Design seven_segment_mux_flat, sky130hd; sources not shown.
==> run_1/clock_nets.png <==
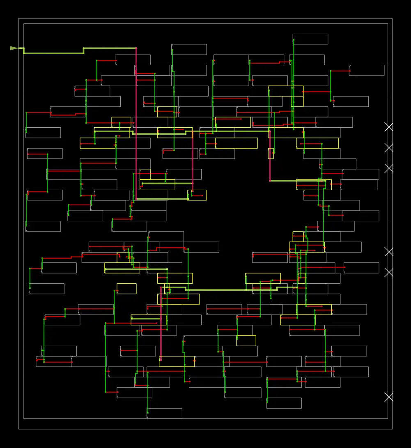
clk_buf instances: 23
Seq cells: 113
CTS Buf Count: 17
Sink Count: 113
worst-skew pair later-pin latency: 510 ps

==> run_1/floorplan.png <==
(3 px per um) Pins as bars on the die edge. Tap cells in grey.
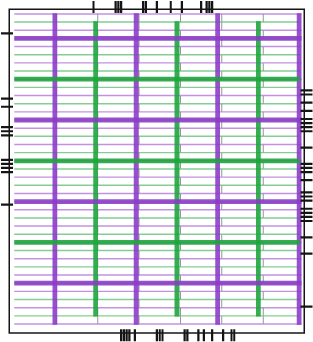
VSS -> purple
VDD -> green
met5 straps = 7
tap cells = 120
met4 straps = 7
met1 rails = 39
signal pins = 63
Die Wd: 97.81 um
Die Y: 107.4 um
Peak VDD IR: 0.2722 mV
core area: 9842 um^2

==> run_1/m3.png <==
(2 px per um) Cells faint in the background.
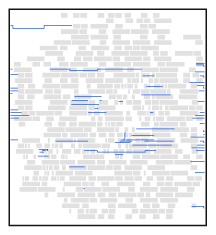
share of all routed wire = 4.8%
nets with wire on the layer = 53
wire length on this layer = 456 um
Vias: 3132
GR Util met3: 0.04935
WL final: 9524 um

==> run_1/layers.png <==
(3 px per um)
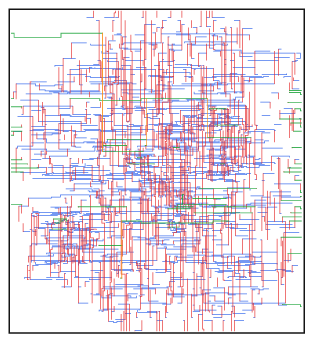
M3 -> green  # wire length 456 um
M1 -> blue  # wire length 4310 um
M4 -> orange  # wire length 87.0 um
M2 -> red  # wire length 4670 um
Avg WL per Cell: 17.04 um
Total GRT Usage: 0.2036

==> impl_metrics.py, run 1 <==
# Flow results
metrics = {
    "outcome": {
        "status": "finished with violations",
        "violations": "design-rule violations",
    },
    "power": {
        "switching_share": 0.2021,
        "sequentialPower_mw": 0.899,
        "power_frac_comb": 0.058,
        "p_per_area_nw_per_um2": 339.9,
    },
    "routing": {
        "dr.pass1.iters": 7,
        "ant_nets": 0,
        "drc": 12,
    },
    "timing": {
        "tns_ps": 0,
        "rsz0062_at_grt": "no",
        "setup_violations": 0,
        "slew-limit-headroom": 0.3494,
        "post-route-period-util": 0.5589,
        "skew_ps": 14.55,
    },
    "synthesis": {
        "edf_count": 0,
        "syn-instance-count": 364,
        "top_area_frac": 0.4808,
        "synth_seq_share": 0.5641,
    },
    "clocking": {
        "clk_pin_slew_worst_paths_ps": 50,
        "cts.repair.resized": 0,
        "cts_tree": "yes",
        "htreeDepth": 4,
    },
    "final_layout": {
        "area_growth_pct": 24.58,
        "final_layout_size_suffix_gt1_frac": 0.3235,
        "num_antenna_cells": 0,
    },
    "setup_path": {
        "worstSetupStartpointType": "flip-flop",
        "r2r.worst_path.cells": 7,
    },
    "global_route": {
        "grt_pass1_wl_um": 16330,
        "grt_pass1_vias": 3198,
    },
    "job": {
        "tool_warnings": 31,
    },
    "placed_design": {
        "gp_congestion": 0.8769,
    },
    "worst_hold_path": {
        "hold_class": "primary input to async pin",
    },
}
## run 1: routing by layer
metal | vias to the layer above | track usage
met3 | 10 | 0.04935
li1 | 1457 | -
met2 | 91 | 0.3293
met1 | 1574 | 0.2698
met4 | 0 | 0.07143
met5 | - | 0
## run 1: cells by family (layout without fill, tap and decap cells)
logic type	Yosys count	after routing	synth area share
fa+ha+maj	9	9	0.02231
buf+inv	27	102	0.03246
simple gates	81	81	0.09368
compound gates	26	26	0.04015
mux	100	100	0.2335
xor+xnor	8	8	0.01388
flops	113	113	0.5641
## run 1: placed cells by master (no fill, tap or decap), types with 6 or more instances in the layout
master / instances
clkbuf_16: 16
clkdlybuf4s50_1: 60
dfrtp_1: 97
dfstp_2: 16
ha_1: 9
mux2_2: 83
mux2i_1: 12
nand2_1: 9
nand3_1: 14
nor2_1: 17
nor4_1: 7
xnor2_1: 6
## run 1: per-stage QoR
stage	std cells	setup slack, ps	cell area (um^2)	power [mW]	utilization
floorplan	364	2804	5049	0.9661	-
global placement	528	2292	5685	1.036	0.5777
detailed placement	528	2252	5685	1.040	0.5777
CTS	559	2394	6290	2.160	0.6391
global route	559	2149	6290	2.210	0.6391
finish	559	2382	6290	2.138	0.6391
## run 1: final cells by class
| type | instances | area [um^2] |
|---|---|---|
| inverter | 8 | 30.03 |
| tap | 120 | 150.1 |
| clock inverter | 8 | 127.6 |
| multi-input combinational | 224 | 2037 |
| sequential | 113 | 2848 |
| fill | 748 | 3552 |
| timing repair buffer | 63 | 620.6 |
| clock buffer | 23 | 476.7 |
## run 1: critical path: stages (launching register included)
cell and delay [ps]:
dfrtp_1 780, clkinv_1 450, mux4_1 330, o22ai_1 300, inv_1 180, ha_1 260, mux4_2 460, nand2b_1 150
==> inputs of run 2 (changes only) <==
- clock period: 5.4 -> 2.9 ns (I/O delays scaled with it)
==> run_2/layers.png <==
(3 px per um)
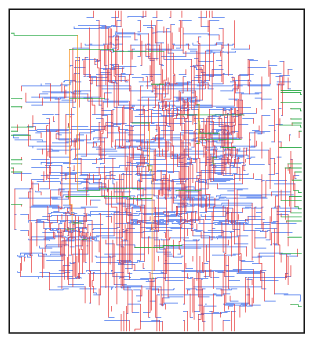
Total GRT Usage: 0.2054
WL final: 9828 um

==> run 2 against run 1 <==
  * The flow still finishes with violations (design-rule violations)
  * Routed wire length rose by 3.2%
  * Global-route usage up 0.18 points
  * Total power rose by 82%
  * Clock-buffer cell count rose by 3
  * Final cell count increased by 1.8%
  * Clock skew is 6.4 ps lower
  * Fmax increased by 23%
  * Flip-flop count unchanged
  * Sequential share of layout area shrank 0.33 points
  * First-iteration DRC count down 44%
  * Largest power group unchanged
==> impl_metrics.py, run 2 <==
# Flow results
metrics = {
    "floorplanning": {
        "die_height_um": 107.4,
        "die_x_um": 97.81,
    },
    "outcome": {
        "violations": "design-rule violations",
        "status": "finished with violations",
    },
    "final_layout": {
        "final_area_um2": 6336,
        "num_antenna_cells": 0,
        "final_layout_size_suffix_gt1_frac": 0.3296,
        "final_common_cell": "dfrtp_1",
        "fillers": 719,
        "lay_top_cells": "97 x dfrtp_1, 83 x mux2_2, 60 x clkdlybuf4s50_1",
    },
    "setup_path": {
        "r2r.worst_path.cells": 7,
        "worstSetupStartpointType": "flip-flop",
    },
    "timing": {
        "rsz0062_at_grt": "no",
        "tns_ps": 0,
        "setup_violations": 0,
        "slew-limit-headroom": 0.6529,
    },
    "clocking": {
        "cts_tree": "yes",
        "clk_pin_slew_worst_paths_ps": 50,
        "cts_inserted_buffers": 17,
        "htreeDepth": 4,
    },
    "job": {
        "tool_warnings": 31,
    },
    "worst_hold_path": {
        "hold_class": "primary input to flip-flop",
    },
    "synthesis": {
        "syn-instance-count": 364,
        "top_area_frac": 0.4808,
        "synth_seq_share": 0.5641,
    },
    "routing": {
        "drc": 12,
        "vias": 3149,
        "dr.pass1.iters": 6,
    },
    "power": {
        "p_per_area_nw_per_um2": 612.6,
    },
    "placed_design": {
        "dpl_cell_area_um2": 5758,
    },
}
==> run_2/floorplan.png <==
(3 px per um) Pins as bars on the die edge. Tap cells in grey.
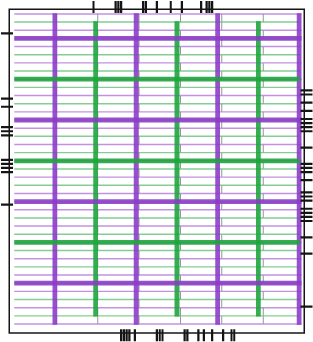
VSS -> purple
VDD -> green
met1 rails = 39
met4 straps = 7
met5 straps = 7
Peak VDD IR: 0.4132 mV

## run 2: cell count changes in the layout (fill, tap and decap cells not counted), sizes merged
| cell | change |
|---|---|
| buf | +8 |
| clkbuf | +3 |
| clkinvlp | -2 |
| bufinv | -1 |
| clkinv | +1 |
| dlygate4sd3 | +1 |
## run 2: cells by family (layout without fill, tap and decap cells)
kind of cell	after synthesis	count (layout)	synth area share
xor gates and xnor gates	8	8	0.01388
DFF	113	113	0.5641
AOI/OAI and AO/OA	26	26	0.04015
and+or+nand+nor	81	81	0.09368
buffers and inverters	27	112	0.03246
muxes	100	100	0.2335
adders and majority gates	9	9	0.02231
## run 2: report_power, final
part	switching [mW]	internal, mW
clock network	0.662	1.31
logic	0.108	0.133
registers	0.0190	1.65
total	0.789	3.09
## run 2: layout make-up
type / count / share of cell area
clock inverters: 6 / 0.01264
inverters: 8 / 0.004739
flip-flops and latches: 113 / 0.4494
clock buffers: 26 / 0.07701
repair buffers: 72 / 0.1110
well taps: 120 / 0.02370
multi-input cells: 224 / 0.3215
## run 2: critical path: stages, from the launching register on
cell,delay (ps)
dfrtp_1,380
inv_2,100
mux4_1,550
o22ai_1,310
inv_1,180
ha_1,260
mux4_2,460
nand2b_1,150
## run 2: layer usage
metal | up-vias | global-route usage
met5 | - | 0
met4 | 0 | 0.08442
met3 | 13 | 0.05000
met2 | 69 | 0.3333
met1 | 1597 | 0.2659
li1 | 1470 | -
## run 2: through the flow
| stage | instances | utilization |
|---|---|---|
| 6_report | 569 | 0.6438 |
| 5_1_grt | 569 | 0.6438 |
| 4_1_cts | 569 | 0.6438 |
| 3_5_place_dp | 536 | 0.5851 |
| 2_1_floorplan | 364 | - |
| 3_3_place_gp | 536 | 0.5851 |
==> inputs of run 3 (changes only) <==
- clock period: 2.9 -> 2.5 ns (I/O delays scaled with it)
==> run_3/clock_nets.png <==
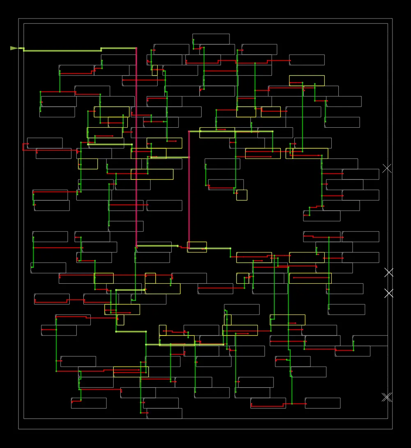
Worst Skew: 11.19 ps
P_clk: 2.34 mW

==> run 3 against run 2 <==
  * The flow still finishes with violations (design-rule violations)
  * Sequential power is 16% higher
  * Clock skew is 3.0 ps higher
  * Combinational power rose by 17%
  * Die size stayed put
  * Critical path depth unchanged
  * Total power up 17%
  * Non-clock buffer count up 6
  * Clock power rose by 19%
  * Critical path type unchanged
  * Highest routed layer unchanged
==> impl_metrics.py, run 3 <==
# Flow results
metrics = {
    "routing": {
        "vias": 3192,
        "drc": 7,
    },
    "timing": {
        "tns_ps": 0,
        "fin_ws_ps": 89.03,
        "post-route-period-util": 0.9644,
        "setup_violations": 0,
    },
    "clocking": {
        "cts_inserted_buffers": 17,
        "cts_sinks": 113,
        "cts_tree": "yes",
    },
    "synthesis": {
        "syn-instance-count": 364,
    },
    "floorplanning": {
        "core_area_um2": 9842,
        "die_x_um": 97.81,
    },
    "power": {
        "p_int_mw": 3.617,
        "power_mw": 4.560,
        "seqPwrFrac": 0.426,
        "power_frac_comb": 0.062,
        "p_sw_mw": 0.9430,
    },
    "placed_design": {
        "place_ws_ps": 52.32,
        "gp_congestion": 0.8921,
    },
    "setup_path": {
        "max_stage_delay_ps": 540,
        "worstSetupStartpointType": "flip-flop",
        "slowest_stage": "mux4_2",
    },
    "final_layout": {
        "final_area_um2": 6422,
        "num_antenna_cells": 0,
        "final_common_cell": "dfrtp_1",
        "lay_top_cells": "97 x dfrtp_1, 83 x mux2_2, 60 x clkdlybuf4s50_1",
        "fin_cells": 575,
    },
    "outcome": {
        "status": "finished with violations",
        "violations": "design-rule violations",
    },
    "worst_hold_path": {
        "hold_class": "primary input to flip-flop",
    },
    "job": {
        "tool_warnings": 31,
    },
}
==> run_3/floorplan.png <==
(3 px per um) Pins as bars on the die edge. Tap cells in grey.
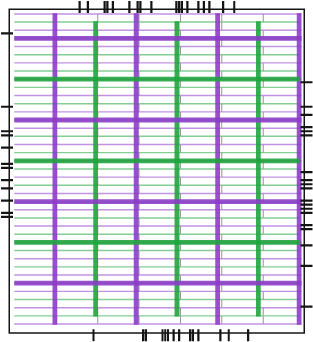
VSS -> purple
VDD -> green
signal pins = 63
met5 straps = 7
rows = 38
tap cells = 120
Peak VDD IR: 0.4221 mV

[run 3: cell counts after synthesis]
No cell type changed its count.
[run 3: cell families after synthesis]
group,after synthesis,share of synthesized area
buffers and inverters,27,0.03246
XOR/XNOR,8,0.01388
flip-flops,113,0.5641
adder cells (fa/ha/maj),9,0.02231
AND-OR/OR-AND,26,0.04015
multiplexers,100,0.2335
AND/OR/NAND/NOR,81,0.09368
[run 3: repair_timing]
| item | in CTS | in global routing |
|---|---|---|
| hold buffers | 1 | 0 |
| hold endpoints to repair | 11 | 0 |
| setup endpoints to repair | 0 | 1 |
| gates resized | 0 | 2 |
[run 3: worst reg2reg max path, delay by kind of cell (launching register included)]
kind            cells  cell delay (ps)
fa+ha+maj           1              240
compound gates      1              230
buf+inv             2              250
flops               1              450
mux                 2             1010
simple gates        1              160
[run 3: layout make-up]
type / instances / area, um^2
sequential: 113 / 2848
inverter: 8 / 30.03
fill: 737 / 3420
tap: 120 / 150.1
multi-input combinational: 224 / 2043
clock buffer: 23 / 486.7
timing repair buffer: 78 / 760.7
clock inverter: 9 / 103.9
[run 3: power by group through the flow]
| stage | logic, mW | registers, mW | clock network, mW |
|---|---|---|---|
| floorplan | 0.116 | 1.97 | 0 |
| global placement | 0.278 | 1.97 | 0 |
| detailed placement | 0.286 | 1.97 | 0 |
| CTS | 0.288 | 1.94 | 2.37 |
| global route | 0.310 | 1.95 | 2.47 |
| finish | 0.281 | 1.94 | 2.34 |
[run 3: routing by layer]
layer	part of all wire	vias up	track usage	wire length [um]
li1	-	1476	-	-
met1	0.44	1615	0.2586	4457
met2	0.51	90	0.3678	5196
met3	0.040	11	0.05779	404
met4	0.013	0	0.09848	136
met5	0	-	0	0
Power figures rest on the tool's default switching activity, not on a simulated workload.
